==> config.mk <==
export PLATFORM = sky130hd
export DESIGN_NAME = mux2_stream_arb
export DESIGN_NICKNAME = d
export VERILOG_FILES = /design/src/rtl/mux2_stream_arb_pkg.sv /design/src/rtl/mux2_stream_arb_rr_pick2.sv /design/src/rtl/mux2_stream_arb.sv
export SDC_FILE = /design/constraint.sdc
export NUM_CORES = 1
export LEC_CHECK = 0
export CAP_MARGIN = 10
export CORE_MARGIN = 3
export CORE_UTILIZATION = 39
export CTS_CLUSTER_SIZE = 28
export DETAILED_ROUTE_END_ITERATION = 8
export PLACE_DENSITY = 0.75
export SETUP_SLACK_MARGIN = 0.1
export SYNTH_ARGS = -nofsm -noshare
export SYNTH_HDL_FRONTEND = slang
export SYNTH_HIERARCHICAL = 1
export SYNTH_SLANG_ARGS = --single-unit
==> constraint.sdc <==
create_clock -name clk -period 2.05 [get_ports clk]
set_input_delay 0.615 -clock clk [delete_from_list [all_inputs] [get_ports clk]]
set_output_delay 0.615 -clock clk [all_outputs]
set_load 0.01 [all_outputs]
==> src/rtl/mux2_stream_arb_pkg.sv <==
// Shared encodings for the 2-input stream arbiter: FSM state codes and mux select values.
package mux2_stream_arb_pkg;

    localparam logic [1:0] ARB_IDLE = 2'd0;
    localparam logic [1:0] ARB_G0   = 2'd1;
    localparam logic [1:0] ARB_G1   = 2'd2;

    localparam logic SEL_IN0 = 1'b0;
    localparam logic SEL_IN1 = 1'b1;

    function automatic logic is_grant(input logic [1:0] st);
        return (st == ARB_G0) || (st == ARB_G1);
    endfunction

endpackage

==> src/rtl/mux2_stream_arb_rr_pick2.sv <==
// Combinational 2-way round-robin picker: a lone requester wins, a tie goes to the side not picked last.
module rr_pick2
    import mux2_stream_arb_pkg::*;
(
    input  logic [1:0] req,
    input  logic       last,
    output logic       gnt_valid,
    output logic       gnt_idx
);

    always_comb begin
        gnt_valid = |req;
        gnt_idx   = SEL_IN0;
        unique case (req)
            2'b01:   gnt_idx = SEL_IN0;
            2'b10:   gnt_idx = SEL_IN1;
            2'b11:   gnt_idx = ~last;
            default: gnt_idx = SEL_IN0;
        endcase
    end

endmodule

==> src/rtl/mux2_stream_arb.sv <==
// Round-robin packet arbiter in front of a 2:1 mux: grants whole packets, drives a registered select,
// and force-releases a packet that exceeds MAX_BEATS.
module mux2_stream_arb
    import mux2_stream_arb_pkg::*;
#(
    parameter int WIDTH     = 8,
    parameter int MAX_BEATS = 16
) (
    input  logic             clk,
    input  logic             rst_n,
    input  logic             in0_valid,
    input  logic             in0_last,
    input  logic [WIDTH-1:0] in0_data,
    output logic             in0_ready,
    input  logic             in1_valid,
    input  logic             in1_last,
    input  logic [WIDTH-1:0] in1_data,
    output logic             in1_ready,
    output logic             out_valid,
    output logic             out_last,
    output logic [WIDTH-1:0] out_data,
    input  logic             out_ready,
    output logic             sel,
    output logic             busy,
    output logic             err
);

    localparam logic [7:0] CNT_MAX = 8'(MAX_BEATS - 1);

    logic [1:0] state_q, state_d;
    logic       sel_q, sel_d;
    logic       last_sel_q, last_sel_d;
    logic [7:0] cnt_q, cnt_d;
    logic       err_q, err_d;
    logic       busy_q, busy_d;
    logic       pick_valid, pick_idx;
    logic       hs;

    rr_pick2 u_pick (
        .req       ({in1_valid, in0_valid}),
        .last      (last_sel_q),
        .gnt_valid (pick_valid),
        .gnt_idx   (pick_idx)
    );

    // Zero-latency pass-through of the granted stream; nothing is presented while idle.
    always_comb begin
        out_valid = 1'b0;
        out_last  = 1'b0;
        out_data  = '0;
        in0_ready = 1'b0;
        in1_ready = 1'b0;
        case (state_q)
            ARB_G0: begin
                out_valid = in0_valid;
                out_last  = in0_last;
                out_data  = in0_data;
                in0_ready = out_ready;
            end
            ARB_G1: begin
                out_valid = in1_valid;
                out_last  = in1_last;
                out_data  = in1_data;
                in1_ready = out_ready;
            end
            default: ;
        endcase
        hs = out_valid & out_ready;
    end

    always_comb begin
        state_d    = state_q;
        sel_d      = sel_q;
        last_sel_d = last_sel_q;
        cnt_d      = cnt_q;
        err_d      = 1'b0;
        case (state_q)
            ARB_IDLE: begin
                if (pick_valid) begin
                    state_d    = (pick_idx == SEL_IN1) ? ARB_G1 : ARB_G0;
                    sel_d      = pick_idx;
                    last_sel_d = pick_idx;
                    cnt_d      = 8'd0;
                end
            end
            ARB_G0, ARB_G1: begin
                if (hs) begin
                    cnt_d = cnt_q + 8'd1;
                    if (out_last) begin
                        state_d = ARB_IDLE;
                    end else if (cnt_q == CNT_MAX) begin
                        // last_sel already names this input, so a pending peer wins the next tie.
                        state_d = ARB_IDLE;
                        err_d   = 1'b1;
                    end
                end
            end
            default: state_d = ARB_IDLE;
        endcase
        busy_d = is_grant(state_d);
    end

    always_ff @(posedge clk or negedge rst_n) begin
        if (!rst_n) begin
            state_q    <= ARB_IDLE;
            sel_q      <= SEL_IN0;
            last_sel_q <= SEL_IN1;
            cnt_q      <= 8'd0;
            err_q      <= 1'b0;
            busy_q     <= 1'b0;
        end else begin
            state_q    <= state_d;
            sel_q      <= sel_d;
            last_sel_q <= last_sel_d;
            cnt_q      <= cnt_d;
            err_q      <= err_d;
            busy_q     <= busy_d;
        end
    end

    assign sel  = sel_q;
    assign busy = busy_q;
    assign err  = err_q;

endmodule
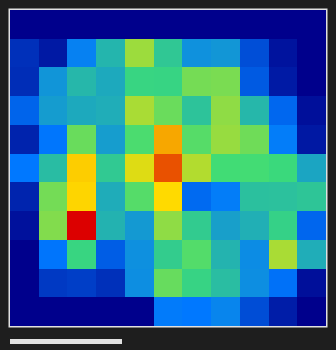
Run 1: wiring heat map
The bar under the picture is 20 µm long. 11 x 11 tiles, from dark blue (low) to red (high), scaled to the fullest tile. Values are wire area over tile area, all layers added.
17% of the tiles are nearly empty. The fullest tile reaches 0.55. The densest ninth of the die: center.
sum of routed wire length over all layers: 3456 µm
vias post-DR: 1143
GR Util All Layers: 23.43%
average wire length per cell after detail routing: 17.11 µm

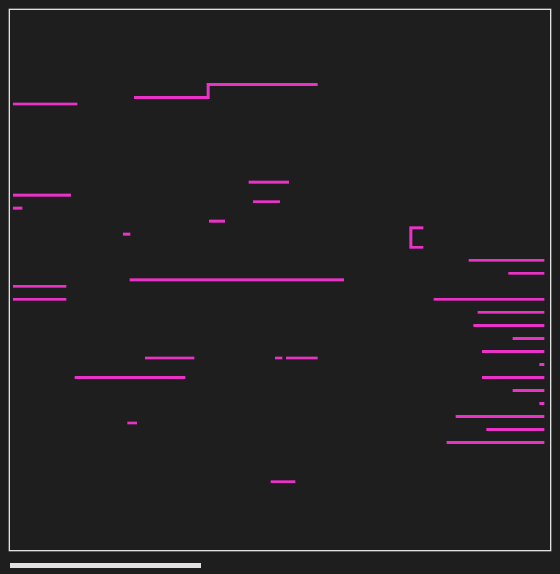
Run 1: metal 3
The bar under the picture is 20 µm long.
The layer carries 180 µm of wire. The wires run mostly horizontal. The layer holds 5.2% of the routed length.
fraction of met3 tracks used by global routing: 5.057%

==> ds_physical_params.txt, run 1 <==
Characteristics after synthesis and place and route

Parameter                              Value

Synth
  Yosys warning count .................. 6
  Area share of the largest cell type after synthesis .................. 32.83%
  Nets at Floorplan .................. 138
  Post-synthesis cell type count .................. 41
  Share of synthesized cell area in and-or and or-and compound cells .................. 26.39%
  Number of flops mapped to enable cells by yosys .................. 0
  Top flip-flop cell by instance count after synthesis .................. sky130_fd_sc_hd__dfrtp_1
  Most frequent cell after synthesis .................. sky130_fd_sc_hd__nor2_1
  Average instance area after synthesis .................. 9.009 µm²
  Flop and latch count out of synthesis .................. 14
  Number of standard cells after synthesis .................. 110
  Number of cells in the yosys synthesis report .................. 110
  Post-synthesis mux area share .................. 0%
  Post-Synth Adder-Cell Area .................. 6.313%
  Post-synthesis instance area .................. 991.0 µm²
  Sequential cell area fraction in the yosys report .................. 35.48%
  Biggest area cells .................. sky130_fd_sc_hd__dfrtp_1 (33%), sky130_fd_sc_hd__a22oi_1 (6.8%), sky130_fd_sc_hd__ha_1 (6.3%)
  Yosys-reported design area after synthesis .................. 991.0 µm²
  Xor/xnor share of the synthesized area .................. 1.768%

GRT
  Grt peak-use layer .................. met2
  Global Route met2 Usage .................. 43.91%
  Aggregate global routing overflow .................. 0
  Wire length of the first global-routing pass .................. 5733 µm
  Number of global-route vias before repair .................. 1211
  Met1 Use GR .................. 23.80%
  Largest net degree at the start of global routing .................. 15
  Number of antenna violations at the first check in global routing .................. 0

STA
  Worst-case clock skew .................. 0.01437 ns
  Period utilization .................. 109.3%
  Number of failing setup endpoints in the final timing report .................. 11
  Post-route worst hold slack .................. 0.4901 ns
  Setup_tns .................. -1.630 ns
  Worst Slack Setup Final .................. -0.1896 ns
  Worst slew margin relative to its limit .................. 79.91%
  Final-report hold violation count .................. 0
  Max Slew Vio Count .................. 0
  Worst Tran Pin Value .................. 0.2986 ns

Clock network
  Cts bufs inserted .................. 3
  Clock-pin slew on the worst setup and hold paths .................. 0.07 ns
  Clock net sink count .................. 14
  CTS resizes .................. 89
  Buffer levels on the longest clock path .................. 2
  Hold-fix buffer count after cts .................. 0
  Deepest level of the CTS H-tree .................. 1
  Post-CTS setup buffer count .................. 6
  Insertion Delay late pin .................. 0.30 ns

Route
  Number of routed nets with antenna violations .................. 0
  DRC violation total after the first TritonRoute iteration .................. 18
  Drt drc .................. 0
  Pre-antenna DRT Iters .................. 4
  Wire length on met1 .................. 1297 µm
  Highest metal layer used by the detailed router .................. met4

Critical path
  Type of the worst setup path .................. reg2out
  Worst setup SP type .................. flop
  Cells on worst reg2reg path .................. 12
  Arrival @ worst endpoint .................. 1.62 ns
  CP Launch Point .................. state_q[1]
  Largest fanout on the critical path .................. 4
  Cell family contributing the most delay on the critical path .................. buffers and inverters
  Endpoint of the most critical setup path .................. out_data[7]
  Dominant cell type by count on the critical path .................. sky130_fd_sc_hd__buf_6
  Slack of the worst reg-to-reg path .................. 0.06 ns
  Endpoint of the worst-slack reg-to-reg timing path .................. state_q[0]
  Slowest cell on the critical path .................. sky130_fd_sc_hd__dfrtp_1
  Cells traversed along the worst timing path .................. buf_6, ha_4, buf_8, buf_6, a22oi_2, nor2_4, buf_6
  Kind of capture point of the worst setup path .................. output pin
  Worst endpoint required time .................. 1.43 ns
  Launch instance of the worst register-to-register path .................. state_q[1]

Final layout
  Number of non-filler instances in the completed layout .................. 202
  Dominant logic cell type in the layout .................. sky130_fd_sc_hd__clkdlybuf4s50_1
  Dominant kind of cell by area .................. combinational gates
  Multi-input gate area .................. 778.2 µm²
  Layout-stage area growth over the synthesis result .................. 90.15%
  Count of buffers not belonging to the clock network in the layout .................. 65
  Signal buffers share of area .................. 35.86%
  Flip-flop count of the largest register after layout .................. 8
  Inverter tally of the final layout excluding the clock network .................. 4
  Most numerous logic cells after layout .................. sky130_fd_sc_hd__clkdlybuf4s50_1 (25), sky130_fd_sc_hd__buf_6 (18), sky130_fd_sc_hd__buf_4 (16), sky130_fd_sc_hd__dfrtp_1 (13), sky130_fd_sc_hd__nor2_4 (9)
  Total inserted antenna cells .................. 0
  Final standard cell utilization of the core .................. 81.27%
  Multi-In Gates .................. 87
  # nets final .................. 203
  Multi-input logic portion of the cell area .................. 41.30%
  Footprint of the flip-flops and latches .................. 351.6 µm²
  Clock buffer and inverter area fraction after layout .................. 1.394%
  Register ranked first by flip-flop count .................. cnt_q
  Flops .................. 14
  Fill cells .................. 131

Placement
  Sum of net half-perimeters after detailed placement .................. 2191 µm
  Placed Area .................. 1575 µm²
  Port Buffer Count .................. 37
  Setup Slack @ Placement .................. -0.5737 ns

Job
  Number of max-cap violations .................. 0

Worst hold path
  Beginning of the worst hold path .................. sel
  Capture endpoint of the worst hold path .................. sel
  Worst hold stages .................. 1
  Path type of the worst min-delay path .................. reg2reg

Status
  Run status .................. finished, violations left
  Failing checks .................. setup timing

Floorplan
  Number of rows created at floorplan .................. 17
  Init Core Util .................. 42.74%
  Number of placed I/O pins .................. 38
  Number of tapcells .................. 28
  Die Y-Extent .................. 56.41 µm

Pwr
  Reported clock group power .................. 172 µW
  IR drop worst, VDD .................. 1.041 mV
  Sum of internal, switching and leakage power .................. 2796 µW
  Main power group .................. combinational cells
  Combinational-cell power consumption .................. 2180 µW
  Part of the total power dissipated in sequential elements .................. 16.0%
  Sequential logic power .................. 449 µW
  Leakage .................. 0.0008142 µW
  Fraction of power spent switching nets .................. 42.02%
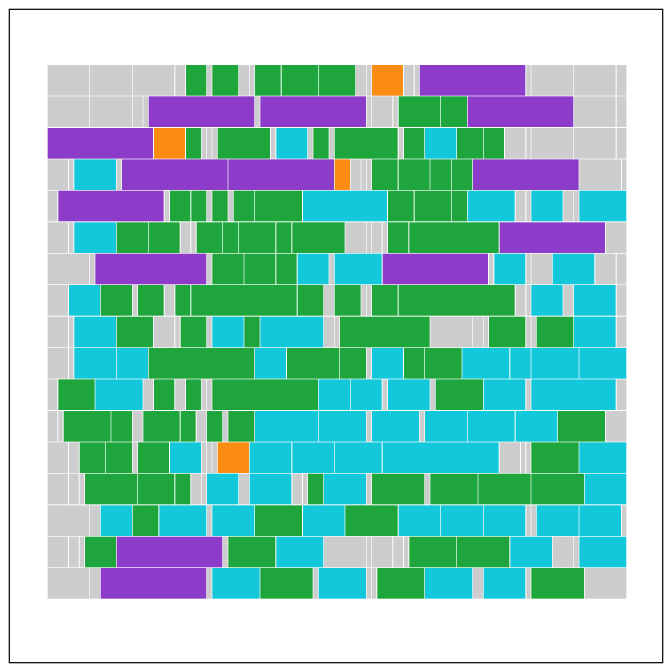
Run 1: placement by cell class
Fill, decap, tap and diode cells in gray.
Key: clock drivers and dummy loads = orange [cells 4, share of their area 1.4%]; remaining buffers and delay cells = cyan [cells 65, share of their area 37%]; remaining logic cells = green [cells 91, share of their area 43%]; sequential cells = purple [cells 14, share of their area 19%]
core footprint: 2318 µm²
sequential share of cell area: 18.66%
Layout Cell Area excl Fill: 1884 µm²

==> run 2: changes to the inputs <==
- CORE_MARGIN: 3 -> not set
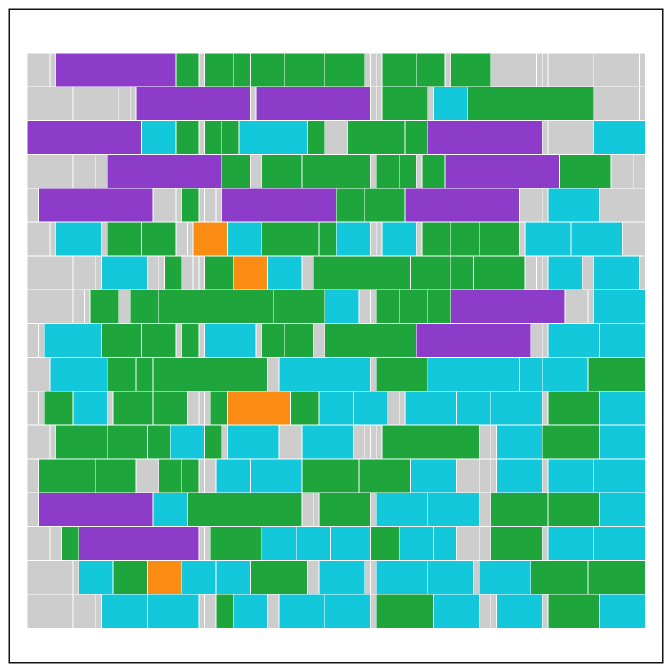
Run 2: placement by cell class
Fill, decap, tap and diode cells in gray.
Key: sequential cells = purple [cells 14, share of their area 19%]; remaining logic cells = green [cells 91, share of their area 43%]; clock drivers and dummy loads = orange [cells 4, share of their area 1.9%]; remaining buffers and delay cells = cyan [cells 70, share of their area 36%]
number of rows created at floorplan: 17
Layout Cell Area excl Fill: 1928 µm²

==> ds_physical_params.txt, run 2 <==
Characteristics after synthesis and place and route

Parameter                              Value

Critical path
  CP Launch Point .................. state_q[1]
  Slowest cell on the critical path .................. sky130_fd_sc_hd__dfrtp_1
  Worst stage delay on the critical path .................. 0.43 ns
  Largest fanout on the critical path .................. 7
  Endpoint of the most critical setup path .................. out_data[1]
  Worst endpoint required time .................. 1.43 ns
  Kind of capture point of the worst setup path .................. output pin
  Launch instance of the worst register-to-register path .................. state_q[1]
  Slack of the worst reg-to-reg path .................. -0.09 ns
  Cell family contributing the most delay on the critical path .................. buffers and inverters
  Endpoint of the worst-slack reg-to-reg timing path .................. busy
  Type of the worst setup path .................. reg2out
  Cells on worst reg2reg path .................. 10
  Arrival @ worst endpoint .................. 1.65 ns

Synth
  Share of synthesized cell area in and-or and or-and compound cells .................. 26.39%
  Most frequent cell after synthesis .................. sky130_fd_sc_hd__nor2_1
  Area share of the largest cell type after synthesis .................. 32.83%
  Sequential cell area fraction in the yosys report .................. 35.48%
  Post-synthesis instance area .................. 991.0 µm²
  Flop and latch count out of synthesis .................. 14
  Biggest area cells .................. sky130_fd_sc_hd__dfrtp_1 (33%), sky130_fd_sc_hd__a22oi_1 (6.8%), sky130_fd_sc_hd__ha_1 (6.3%)
  Post-synthesis cell type count .................. 41
  Post-synthesis mux area share .................. 0%
  Number of cells in the yosys synthesis report .................. 110
  Post-Synth Adder-Cell Area .................. 6.313%
  Nets at Floorplan .................. 138
  Number of standard cells after synthesis .................. 110
  Yosys-reported design area after synthesis .................. 991.0 µm²
  Average instance area after synthesis .................. 9.009 µm²
  Top flip-flop cell by instance count after synthesis .................. sky130_fd_sc_hd__dfrtp_1
  Cell taking the most area after synthesis .................. sky130_fd_sc_hd__dfrtp_1

Final layout
  Fill cells .................. 114
  # nets final .................. 208
  Number of non-filler instances in the completed layout .................. 207
  Multi-input gate area .................. 802.0 µm²
  Footprint of the flip-flops and latches .................. 352.8 µm²
  Flops .................. 14
  Clock buffer and inverter area fraction after layout .................. 1.882%
  Count of buffers not belonging to the clock network in the layout .................. 70
  Total inserted antenna cells .................. 0
  Register ranked first by flip-flop count .................. cnt_q
  Layout-stage area growth over the synthesis result .................. 94.57%
  Sequential share of cell area .................. 18.30%
  Final standard cell utilization of the core .................. 83.93%
  Most numerous logic cells after layout .................. sky130_fd_sc_hd__clkdlybuf4s50_1 (22), sky130_fd_sc_hd__buf_4 (22), sky130_fd_sc_hd__buf_6 (18), sky130_fd_sc_hd__dfrtp_1 (12), sky130_fd_sc_hd__nor2_4 (10)
  Multi-In Gates .................. 87
  Signal buffers share of area .................. 35.63%
  Inverter tally of the final layout excluding the clock network .................. 4

Floorplan
  Init Core Util .................. 43.14%
  Number of placed I/O pins .................. 38
  Die Y-Extent .................. 52.41 µm
  Number of tapcells .................. 28

Worst hold path
  Capture endpoint of the worst hold path .................. sel
  Worst hold stages .................. 1
  Path type of the worst min-delay path .................. reg2reg
  Beginning of the worst hold path .................. sel

Placement
  Placed Area .................. 1583 µm²
  Setup Slack @ Placement .................. -0.5902 ns
  Sum of net half-perimeters after detailed placement .................. 2093 µm
  Port Buffer Count .................. 37

GRT
  Number of antenna violations at the first check in global routing .................. 0
  Largest net degree at the start of global routing .................. 15
  Number of global-route vias before repair .................. 1117
  Wire length of the first global-routing pass .................. 5264 µm
  Global Route met2 Usage .................. 50.21%
  Met1 Use GR .................. 30.70%
  Aggregate global routing overflow .................. 0

Pwr
  Leakage .................. 0.0008598 µW
  Sequential logic power .................. 468 µW
  Reported clock group power .................. 214 µW
  Combinational-cell power consumption .................. 2180 µW
  Part of the total power dissipated in sequential elements .................. 16.3%
  Main power group .................. combinational cells
  Fraction of power spent switching nets .................. 42.97%
  Sum of internal, switching and leakage power .................. 2866 µW
  IR drop worst, VDD .................. 1.182 mV

Clock network
  Insertion Delay late pin .................. 0.30 ns
  Clock net sink count .................. 14
  Deepest level of the CTS H-tree .................. 1
  Hold-fix buffer count after cts .................. 0
  Cts bufs inserted .................. 3
  CTS resizes .................. 86
  Buffer levels on the longest clock path .................. 2
  Post-CTS setup buffer count .................. 12

Route
  Pre-antenna DRT Iters .................. 4
  Drt drc .................. 0
  Number of routed nets with antenna violations .................. 0
  Wire length on met1 .................. 1424 µm
  Highest metal layer used by the detailed router .................. met4
  DRC violation total after the first TritonRoute iteration .................. 30

Status
  Run status .................. finished, violations left
  Failing checks .................. setup timing

STA
  Number of failing setup endpoints in the final timing report .................. 11
  Worst Slack Setup Final .................. -0.2107 ns
  Worst-case clock skew .................. 0.009804 ns
  Max Slew Vio Count .................. 0
  Final-report hold violation count .................. 0
  Setup_tns .................. -1.910 ns
  Worst slew margin relative to its limit .................. 75.20%

Job
  Number of max-cap violations .................. 0
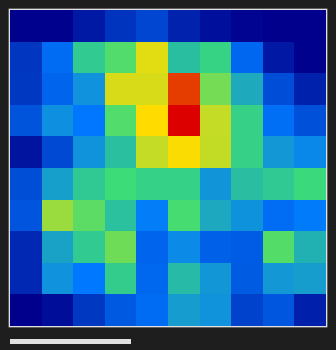
Run 2: wiring heat map
The bar under the picture is 20 µm long. 10 x 10 tiles, from dark blue (low) to red (high), scaled to the fullest tile. Values are wire area over tile area, all layers added.
7.0% of the tiles are nearly empty. The densest ninth of the die: center. 18% of the tiles are over half the peak. The emptiest ninth of the die: north-east. The fullest tile reaches 0.65. The mean over all tiles is 0.21.
sum of routed wire length over all layers: 3587 µm
average wire length per cell after detail routing: 17.33 µm
vias post-DR: 1166
GR Util All Layers: 26.61%

==> run 3: changes to the inputs <==
- CORE_MARGIN: not set -> 1
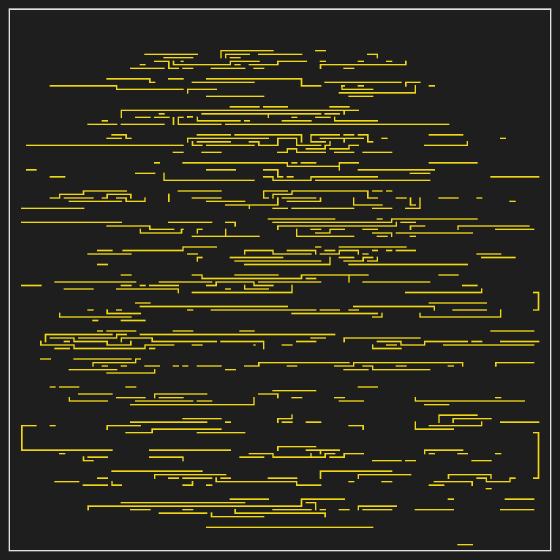
Run 3: the metal 1 layer
The longest straight run is 23.0 µm. 187 nets have wire on it. The layer carries 1420 µm of wire. The wires run mostly horizontal.
met1 Use GR: 30.70%

==> ds_physical_params.txt, run 3 <==
Characteristics after synthesis and place and route

Parameter                              Value

Critical path
  Slowest cell on the critical path .................. sky130_fd_sc_hd__dfrtp_1
  Cells traversed along the worst timing path .................. inv_2, ha_4, buf_8, buf_4, a22oi_2, nor2_4, buf_6
  Largest fanout on the critical path .................. 7
  Arrival @ worst endpoint .................. 1.65 ns
  Cells on worst reg2reg path .................. 10
  Type of the worst setup path .................. reg2out
  Cell family contributing the most delay on the critical path .................. buffers and inverters
  Launch instance of the worst register-to-register path .................. state_q[1]
  Worst stage delay on the critical path .................. 0.43 ns
  Worst setup SP type .................. flop
  Slack of the worst reg-to-reg path .................. -0.09 ns
  Endpoint of the worst-slack reg-to-reg timing path .................. busy
  Worst endpoint required time .................. 1.43 ns
  CP Launch Point .................. state_q[1]

Status
  Run status .................. finished, violations left
  Failing checks .................. setup timing

Synth
  Xor/xnor share of the synthesized area .................. 1.768%
  Sequential cell area fraction in the yosys report .................. 35.48%
  Post-synthesis instance area .................. 991.0 µm²
  Biggest area cells .................. sky130_fd_sc_hd__dfrtp_1 (33%), sky130_fd_sc_hd__a22oi_1 (6.8%), sky130_fd_sc_hd__ha_1 (6.3%)
  Average instance area after synthesis .................. 9.009 µm²
  Cell taking the most area after synthesis .................. sky130_fd_sc_hd__dfrtp_1
  Most frequent cell after synthesis .................. sky130_fd_sc_hd__nor2_1
  Flop and latch count out of synthesis .................. 14
  Post-synthesis cell type count .................. 41
  Number of flops mapped to enable cells by yosys .................. 0
  Area share of the largest cell type after synthesis .................. 32.83%
  Post-synthesis mux area share .................. 0%
  Yosys warning count .................. 6
  Share of synthesized cell area in and-or and or-and compound cells .................. 26.39%
  Top flip-flop cell by instance count after synthesis .................. sky130_fd_sc_hd__dfrtp_1
  Yosys-reported design area after synthesis .................. 991.0 µm²
  Nets at Floorplan .................. 138
  Post-Synth Adder-Cell Area .................. 6.313%
  Number of cells in the yosys synthesis report .................. 110

STA
  Setup_tns .................. -1.910 ns
  Worst-case clock skew .................. 0.009804 ns
  Number of failing setup endpoints in the final timing report .................. 11
  Final-report hold violation count .................. 0
  Worst Slack Setup Final .................. -0.2107 ns
  Worst slew margin relative to its limit .................. 75.20%
  Period utilization .................. 110.3%
  Worst Tran Pin Value .................. 0.3706 ns
  Max Slew Vio Count .................. 0
  Post-route worst hold slack .................. 0.4928 ns

Route
  Pre-antenna DRT Iters .................. 4
  Wire length on met1 .................. 1424 µm
  Drt drc .................. 0
  Highest metal layer used by the detailed router .................. met4
  DRC violation total after the first TritonRoute iteration .................. 30
  Number of routed nets with antenna violations .................. 0
  Sum of routed wire length over all layers .................. 3587 µm

Pwr
  Combinational-cell power consumption .................. 2180 µW
  Part of the total power dissipated in sequential elements .................. 16.3%
  Sequential logic power .................. 468 µW
  Sum of internal, switching and leakage power .................. 2866 µW
  IR drop worst, VDD .................. 1.182 mV
  Fraction of power spent switching nets .................. 42.97%
  Leakage .................. 0.0008598 µW
  Reported clock group power .................. 214 µW
  Main power group .................. combinational cells

GRT
  Number of global-route vias before repair .................. 1117
  Aggregate global routing overflow .................. 0
  Global Route met2 Usage .................. 50.21%
  Wire length of the first global-routing pass .................. 5264 µm
  Number of antenna violations at the first check in global routing .................. 0
  GR Util All Layers .................. 26.61%
  Grt peak-use layer .................. met2
  Largest net degree at the start of global routing .................. 15
  Fraction of met3 tracks used by global routing .................. 3.188%

Clock network
  Post-CTS setup buffer count .................. 12
  Buffer levels on the longest clock path .................. 2
  Clock-pin slew on the worst setup and hold paths .................. 0.10 ns
  Hold-fix buffer count after cts .................. 0
  CTS resizes .................. 86
  Insertion Delay late pin .................. 0.30 ns
  Clock net sink count .................. 14
  Deepest level of the CTS H-tree .................. 1

Floorplan
  Number of tapcells .................. 28
  Number of placed I/O pins .................. 38
  Die Y-Extent .................. 52.41 µm
  Number of rows created at floorplan .................. 17

Final layout
  Flip-flop count of the largest register after layout .................. 8
  Number of non-filler instances in the completed layout .................. 207
  Flops .................. 14
  Total inserted antenna cells .................. 0
  Clock buffer and inverter area fraction after layout .................. 1.882%
  Most numerous logic cells after layout .................. sky130_fd_sc_hd__clkdlybuf4s50_1 (22), sky130_fd_sc_hd__buf_4 (22), sky130_fd_sc_hd__buf_6 (18), sky130_fd_sc_hd__dfrtp_1 (12), sky130_fd_sc_hd__nor2_4 (10)
  Layout-stage area growth over the synthesis result .................. 94.57%
  # nets final .................. 208
  Multi-input gate area .................. 802.0 µm²
  Signal buffers share of area .................. 35.63%
  Layout Cell Area excl Fill .................. 1928 µm²
  Multi-input logic portion of the cell area .................. 41.60%
  Inverter tally of the final layout excluding the clock network .................. 4
  Count of buffers not belonging to the clock network in the layout .................. 70

Placement
  Sum of net half-perimeters after detailed placement .................. 2093 µm
  Port Buffer Count .................. 37
  Setup Slack @ Placement .................. -0.5902 ns
  Placed Area .................. 1583 µm²

Worst hold path
  Worst hold stages .................. 1
  Beginning of the worst hold path .................. sel

Job
  Number of max-cap violations .................. 0
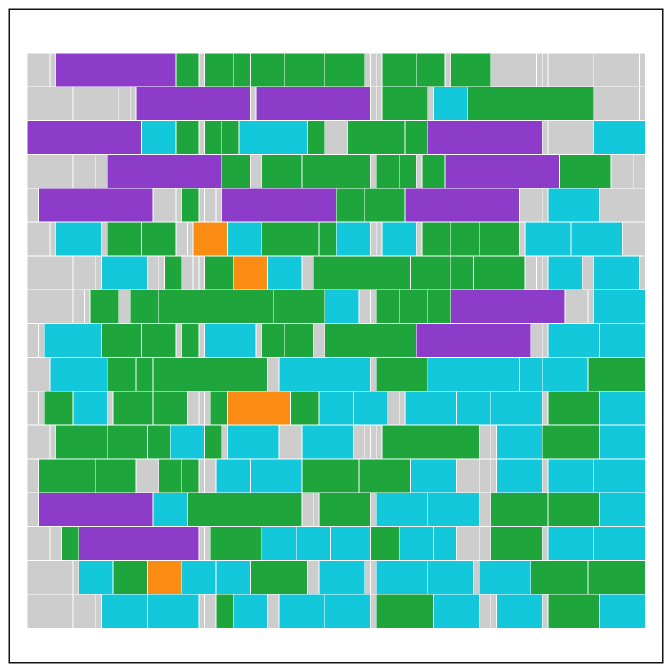
Run 3: placement by cell class
Fill, decap, tap and diode cells in gray.
Key: sequential cells = purple [cells 14, share of their area 19%]; remaining buffers and delay cells = cyan [cells 70, share of their area 36%]; remaining logic cells = green [cells 91, share of their area 43%]; clock drivers and dummy loads = orange [cells 4, share of their area 1.9%]
sequential share of cell area: 18.30%
core footprint: 2297 µm²
final standard cell utilization of the core: 83.93%

Power figures rest on the tool's default switching activity, not on a simulated workload.
